`config.mk`:
```
export PLATFORM = sky130hd
export DESIGN_NAME = td4_input_port_flat
export DESIGN_NICKNAME = d
export VERILOG_FILES = /design/src/rtl/td4_input_port_if.sv /design/src/rtl/td4_input_port.sv /design/src/flat_wrapper.sv
export SDC_FILE = /design/constraint.sdc
export NUM_CORES = 1
export LEC_CHECK = 0
export ABC_CLOCK_PERIOD_IN_PS = 6300
export CELL_PAD_IN_SITES_DETAIL_PLACEMENT = 0
export CELL_PAD_IN_SITES_GLOBAL_PLACEMENT = 2
export CORE_MARGIN = 2
export CORE_UTILIZATION = 40
export DETAILED_ROUTE_END_ITERATION = 6
export HOLD_SLACK_MARGIN = 0.02
export PLACE_DENSITY_LB_ADDON = 0.1
export SLEW_MARGIN = 20
export SYNTH_ARGS = -nofsm -noshare
export SYNTH_HDL_FRONTEND = slang
export SYNTH_SLANG_ARGS = --single-unit
export TNS_END_PERCENT = 1
```
`constraint.sdc`:
```
create_clock -name clk -period 6.3 [get_ports clk]
set_clock_uncertainty 0.2 [all_clocks]
set_input_delay 0.945 -clock clk [delete_from_list [all_inputs] [get_ports clk]]
set_output_delay 0.945 -clock clk [all_outputs]
set_load 0.02 [all_outputs]
```
`src/rtl/td4_input_port_if.sv`:
```
// Signal bundle between the TD4 switch conditioner and its environment.
// tick is a one-cycle strobe with no handshake: the port captures on every cycle it is high.
interface td4_input_port_if #(
    parameter int WIDTH = 4
);
    logic [WIDTH-1:0] sw_raw;
    logic             tick;
    logic [WIDTH-1:0] in_data;
    logic [WIDTH-1:0] sw_stable;
    logic             changed;

    modport master (
        output sw_raw,
        output tick,
        input  in_data,
        input  sw_stable,
        input  changed
    );

    modport slave (
        input  sw_raw,
        input  tick,
        output in_data,
        output sw_stable,
        output changed
    );
endinterface

```
`src/rtl/td4_input_port.sv`:
```
// TD4 IN port: 2-flop synchronizer, per-bit debounce, instruction-aligned capture.
// Optional TD4_IN_STICKY_EN keeps short presses visible until the next tick.
module td4_input_port #(
    parameter int WIDTH           = 4,
    parameter int DEBOUNCE_CYCLES = 250000,
    parameter int CNT_W           = 18
) (
    input  logic              clk,
    input  logic              rst,
    td4_input_port_if.slave   bus
);
    localparam logic [CNT_W-1:0] CNT_LAST = CNT_W'(DEBOUNCE_CYCLES - 1);
    localparam logic [CNT_W-1:0] CNT_ONE  = CNT_W'(1);

    logic [WIDTH-1:0] s1;
    logic [WIDTH-1:0] s2;
    logic [WIDTH-1:0] stable_q;
    logic [WIDTH-1:0] stable_d;
    logic [WIDTH-1:0] upd;
    logic [WIDTH-1:0] in_q;
    logic [WIDTH-1:0] capture;
    logic             changed_q;
    logic [CNT_W-1:0] cnt_q [WIDTH];
    logic [CNT_W-1:0] cnt_d [WIDTH];

    // A bit is accepted only after s2 disagrees with it for DEBOUNCE_CYCLES edges in a row.
    always_comb begin
        upd      = '0;
        stable_d = stable_q;
        for (int i = 0; i < WIDTH; i++) begin
            cnt_d[i] = '0;
            if (s2[i] != stable_q[i]) begin
                if (cnt_q[i] == CNT_LAST) begin
                    upd[i]      = 1'b1;
                    stable_d[i] = s2[i];
                end else begin
                    cnt_d[i] = cnt_q[i] + CNT_ONE;
                end
            end
        end
    end

`ifdef TD4_IN_STICKY_EN
    logic [WIDTH-1:0] sticky_q;
    logic [WIDTH-1:0] rise;

    assign rise    = upd & ~stable_q;
    assign capture = stable_q | sticky_q;

    always_ff @(posedge clk or posedge rst) begin
        if (rst) begin
            sticky_q <= '0;
        end else begin
            sticky_q <= (sticky_q & ~{WIDTH{bus.tick}}) | rise;
        end
    end
`else
    assign capture = stable_q;
`endif

    always_ff @(posedge clk or posedge rst) begin
        if (rst) begin
            s1        <= '0;
            s2        <= '0;
            stable_q  <= '0;
            in_q      <= '0;
            changed_q <= 1'b0;
            for (int i = 0; i < WIDTH; i++) begin
                cnt_q[i] <= '0;
            end
        end else begin
            s1        <= bus.sw_raw;
            s2        <= s1;
            stable_q  <= stable_d;
            changed_q <= |upd;
            for (int i = 0; i < WIDTH; i++) begin
                cnt_q[i] <= cnt_d[i];
            end
            // Capture uses the pre-edge debounced value, so a same-edge update waits one tick.
            if (bus.tick) begin
                in_q <= capture;
            end
        end
    end

    assign bus.in_data   = in_q;
    assign bus.sw_stable = stable_q;
    assign bus.changed   = changed_q;
endmodule

```
`src/flat_wrapper.sv`:
```
// flat-port wrapper written by rule: the top's interface ports become plain ports
module td4_input_port_flat 
#(
    parameter int WIDTH           = 4,
    parameter int DEBOUNCE_CYCLES = 250000,
    parameter int CNT_W           = 18
)
  (clk, rst, bus_sw_raw, bus_tick, bus_in_data, bus_sw_stable, bus_changed);
  td4_input_port_if #(.WIDTH(WIDTH)) bus_i ();
  input  logic clk;
  input  logic rst;
  input wire logic [$bits(bus_i.sw_raw)-1:0] bus_sw_raw;
  input wire logic [$bits(bus_i.tick)-1:0] bus_tick;
  output wire logic [$bits(bus_i.in_data)-1:0] bus_in_data;
  output wire logic [$bits(bus_i.sw_stable)-1:0] bus_sw_stable;
  output wire logic [$bits(bus_i.changed)-1:0] bus_changed;
  assign bus_i.sw_raw = bus_sw_raw;
  assign bus_i.tick = bus_tick;
  assign bus_in_data = bus_i.in_data;
  assign bus_sw_stable = bus_i.sw_stable;
  assign bus_changed = bus_i.changed;
  td4_input_port #(.WIDTH(WIDTH), .DEBOUNCE_CYCLES(DEBOUNCE_CYCLES), .CNT_W(CNT_W)) u_core (.clk(clk), .rst(rst), .bus(bus_i));
endmodule
```
==> run_1/sizes.png <==
(4 px per µm)
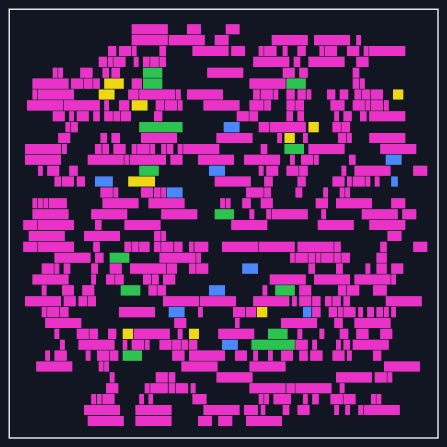
Key: _6 and larger = green [cells 13, share 3.0%, most used clkbuf_8]; _2 cells = blue [cells 11, share 2.5%, most used mux2_2]; _0 and _1 cells = magenta [cells 406, share 92%, most used dfrtp_1]; _3 and _4 cells = yellow [cells 10, share 2.3%, most used buf_4]

==> run_1/metal_density.png <==
(4 px per µm) 21 x 21 tiles, from black (low) to pale yellow (high), scaled to the fullest tile. Values are wire area over tile area, all layers added.
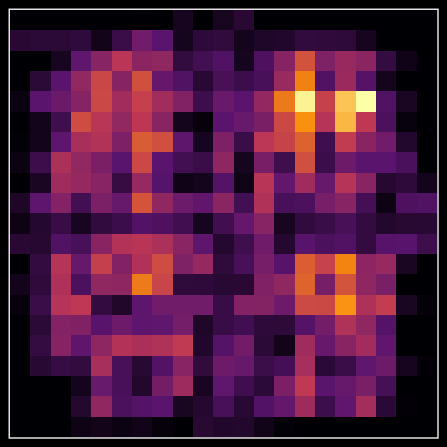
The emptiest ninth of the die: bottom left. The mean over all tiles is 0.11. The fullest tile reaches 0.49. 16% of the tiles are nearly empty.

==> run_1/flops_by_reg.png <==
(4 px per µm)
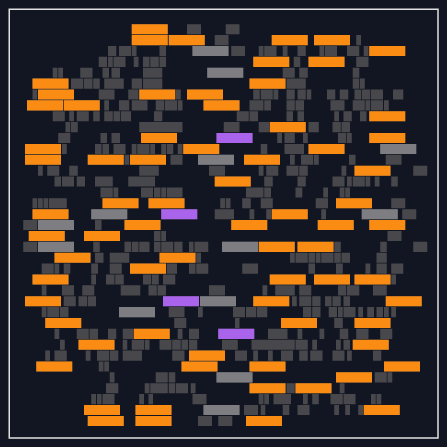
Key: u_core.bus.sw_stable = purple [sequential cells 4]; u_core.cnt_q = orange [sequential cells 72, where all over the die]
Another 13 sequential cells are not colored.

-- run 1: state kept, by name (all words and copies together), names as in the netlist --
name and cells:
u_core.cnt_q 72, u_core.bus.in_data 4, u_core.bus.sw_stable 4, u_core.s1 4
u_core.s2 4, u_core.bus.changed 1
-- run 1: power by group through the flow --
stage | Sequential (mW) | Clock (mW) | Combinational, mW
after floorplan | 0.597 | 0 | 0.0269
after global placement | 0.599 | 0 | 0.0398
after detailed placement | 0.599 | 0 | 0.0402
after CTS | 0.588 | 0.468 | 0.0404
after global routing | 0.590 | 0.488 | 0.0452
final | 0.588 | 0.448 | 0.0385
-- run 1: worst reg2reg max path: cells and delay by family, from the launching register on --
family	cells	cell delay [ps]
AND/OR/NAND/NOR	3	1180
flip-flops	1	460
AND-OR/OR-AND	1	370
==> run summary, run 1 <==
yosys + openroad results -> Net Sw Frac=0.220, hold crit path type=reg2reg, Worst path depth=1, syn_nets=between 400 and 500, sequential share of cell area=0.468, WP data required=roughly 5200 ps, Die W=between 100 and 150 µm, sequential power share=0.547, worst setup margin=3710 ps, critical path arrival=~1500 ps, Logic pwr share=0.036, registers=89, drt pass-1 iters=4, Fillers=between 1000 and 1500, AND/OR/NAND/NOR Cells, Area Fraction=0.257, worst slew pin tran=948 ps, Top class by area=registers, Max H-tree Level=3, post_cts resized=0, gr ovfl total=0, ao+oa area frac=0.0397, status=finished, final reports clean, most frequent cells after synthesis=89 x dfrtp_1, 75 x nor2_1, 37 x xnor2_1, post-synth top area cell=dfrtp_1, met1 WL=between 4000 and 5000 µm, Final GP Congestion=between 0.7 and 0.8, DIE AREA=approximately 11000 µm², Signal buf overhead=0.0378, MUX share of area=0.0237, Yosys reg bits=a little under 90, register-to-register setup slack=between 3000 and 4000 ps, clock sinks=89, n_taps=about 140, vias in the first global route=3001
## Run 2: what changed since run 1
ABC_CLOCK_PERIOD_IN_PS = 2200   (was 6300)
CORE_UTILIZATION = 36   (was 40)
clock period = 2.2 ns   (was 6.3 ns; I/O delays follow)
==> run_2/sizes.png <==
(4 px per µm)
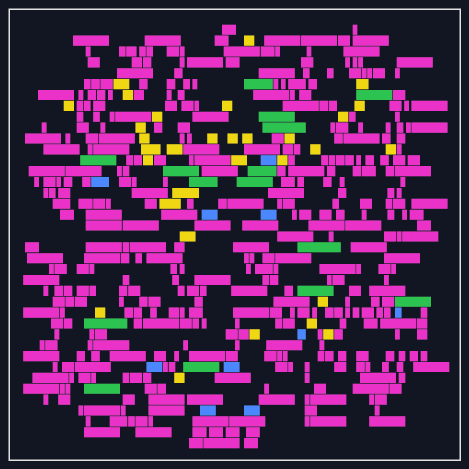
Key: _0 and _1 cells = magenta [cells 405, share 88%, most used dfrtp_1]; _2 cells = blue [cells 10, share 2.2%, most used mux2_2]; _3 and _4 cells = yellow [cells 31, share 6.7%, most used buf_4]; _6 and larger = green [cells 15, share 3.3%, most used clkbuf_16]

==> run 2 against run 1 <==
Net effect: the flow now finishes with violations (negative setup slack); cell count up 4.9%; sequential share of layout area down 3.0 points; synthesized cell count unchanged; die size rose by 11%; critical endpoint is now u_core.bus.sw_stable[1]$_DFFE_PP0P_; largest cell class unchanged; largest power group is now the clock network; highest routed layer unchanged.
==> run summary, run 2 <==
yosys + openroad results -> status=finished with violations, violated checks=negative setup slack, Yosys reg bits=just under 90, drt pass-1 iters=4, ao+oa area frac=0.0397, Worst path depth=4, Die W=about 110 µm, register-to-register setup slack=-9 ps, AND/OR/NAND/NOR Cells, Area Fraction=0.257, max FFs per register=about 72, most frequent cells after synthesis=89 x dfrtp_1, 75 x nor2_1, 37 x xnor2_1, worst setup margin=-8.54 ps, critical path arrival=between 2000 and 2500 ps, post-synth top area cell=dfrtp_1, post_cts resized=3, Logic pwr share=0.035, Final GP Congestion=approximately 0.79, Setup Viol. Count Final=1, DIE AREA=approximately 13000 µm², syn_nets=approximately 430
[run 2: cell counts after synthesis]
No cell type changed its count.
[run 2: per-layer routing]
layer	vias to the layer above	global-route usage
li1	1544	-
met1	1540	0.215
met2	28	0.243
met3	7	0.0502
met4	0	0.0415
met5	-	0
[run 2: area by class of cell]
cell class	instances	area, µm²
Fill cell	1079	6330
Sequential cell	89	2230
Multi-Input combinational cell	303	1920
Timing Repair Buffer	40	375
Clock buffer	11	233
Tap cell	143	179
Clock inverter	5	104
Inverter	13	52.6
[run 2: power groups by stage]
stage          clock (mW)  combinational [mW]  sequential [mW]
3_5_place_dp            0               0.131             1.72
4_1_cts              1.81               0.132             1.68
2_1_floorplan           0              0.0773             1.71
5_1_grt              1.88               0.145             1.69
3_3_place_gp            0               0.129             1.72
6_report             1.75               0.125             1.68
## Run 3: what changed since run 2
ABC_CLOCK_PERIOD_IN_PS = 1930   (was 2200)
CAP_MARGIN = 20   (was unset)
clock period = 1.93 ns   (was 2.2 ns; I/O delays follow)
==> run_3/layer_met3.png <==
(4 px per µm)
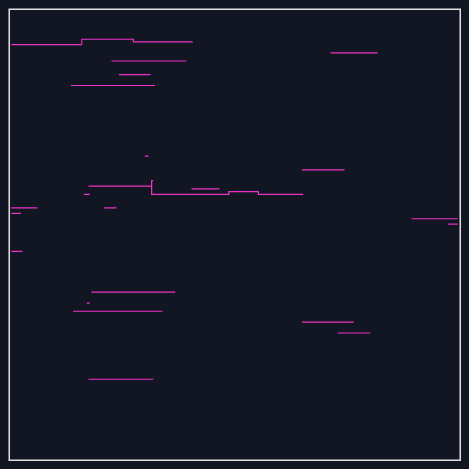
15 nets have wire on it. The layer carries 289 µm of wire.

==> run 3 against run 2 <==
Net effect: the flow still finishes with violations (negative setup slack); die size unchanged; global-route usage decreased by 0.13 points; via count increased by 2.1%; first-iteration DRC count fell by 28%; hold slack better by 23 ps; utilization rose by 1.7 points; area after synthesis stayed put; cell count is 4.6% higher; fmax up 0.74%; sequential share of layout area shrank 1.6 points; flip-flop count unchanged; critical endpoint unchanged.
==> run summary, run 3 <==
yosys + openroad results -> Net Sw Frac=0.217, CP top delay family=simple AND/OR/NAND/NOR gates, DIE AREA=12600 µm², Setup Viol. Count Final=19, gr ovfl total=0, VDD IR max=around 0.6 mV, sequential power share=0.517, most numerous logic cell after layout=dfrtp_1, Worst path depth=4, clock-pin slew of the registers on the worst-case setup and hold paths=approximately 60 ps, AND/OR/NAND/NOR Cells, Area Fraction=0.257, register-to-register setup slack=-260 ps, Fillers=about 1100, vias in the first global route=around 3100, post-route cell area=between 5000 and 6000 µm², hold crit path type=reg2reg, First DRT Iteration DRCs=between 100 and 150, max FFs per register=approximately 72, critical path arrival=roughly 2200 ps, CP endpoint=u_core.bus.sw_stable[1]$_DFFE_PP0P_, status=finished with violations, Adder Area Share=0.0118, Seq power=between 1.5 and 2 mW, Max H-tree Level=3, Die W=112 µm, Netlist cell types=39, drt pass-1 iters=4, storage element area=about 2200 µm², Yosys reg bits=~90, Final GP Congestion=0.747, Top power group=sequential cells, Comb gate area=around 1900 µm², clock sinks=roughly 89, Comb power=between 0.15 and 0.2 mW, hold endpoint=u_core.s2[3]$_DFF_PP0_, register with the most flip-flops=u_core.cnt_q, WP data required=1950 ps, worst setup margin=-262 ps, violated checks=negative setup slack, syn_area_per_cell=10.2 µm², post-synth top area cell=dfrtp_1, syn_nets=between 400 and 500, worst slew pin tran=between 300 and 400 ps, most frequent cells after synthesis=89 x dfrtp_1, 75 x nor2_1, 37 x xnor2_1, Clock Power=approximately 1.6 mW, Detail Route Antenna Nets=0, global-route wire length before repair=approximately 16000 µm, MUX share of area=0.0237, Logic pwr share=0.043, ao+oa area frac=0.0397
-- run 3: final cells by class --
type                            instances  share of cell area
Clock buffer                           14              0.0500
Clock inverter                          2             0.00237
Inverter                               13             0.00995
Multi-Input combinational cell        303               0.368
Sequential cell                        89               0.422
Tap cell                              143              0.0339
Timing Repair Buffer                   68               0.115
-- run 3: metal layers --
metal	vias up	GRT usage	share of wire
li1	1601	-	-
met1	1539	0.213	0.49
met2	33	0.242	0.46
met3	11	0.0383	0.032
met4	0	0.0561	0.016
met5	-	0	0
-- run 3: timing repair --
action,in CTS,in global routing
endpoints found under the setup margin,19,42
endpoints found under the hold margin,2,0
hold buffers,1,0
resized,2,8
pin swaps,5,1

## Gallery

The clock network.
picture 1
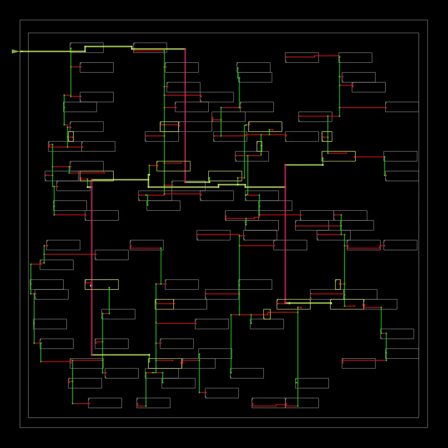
picture 2
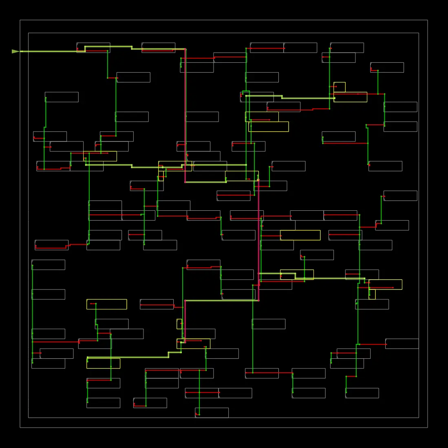
picture 3
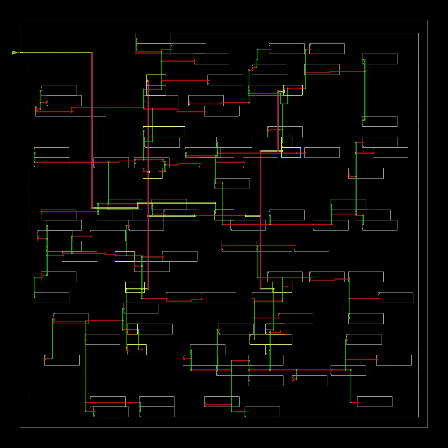
Picture 1 comes from run 3.
Picture 3 comes from run 1.
Picture 2 comes from run 2.

Power is estimated from default activity; no workload was simulated.
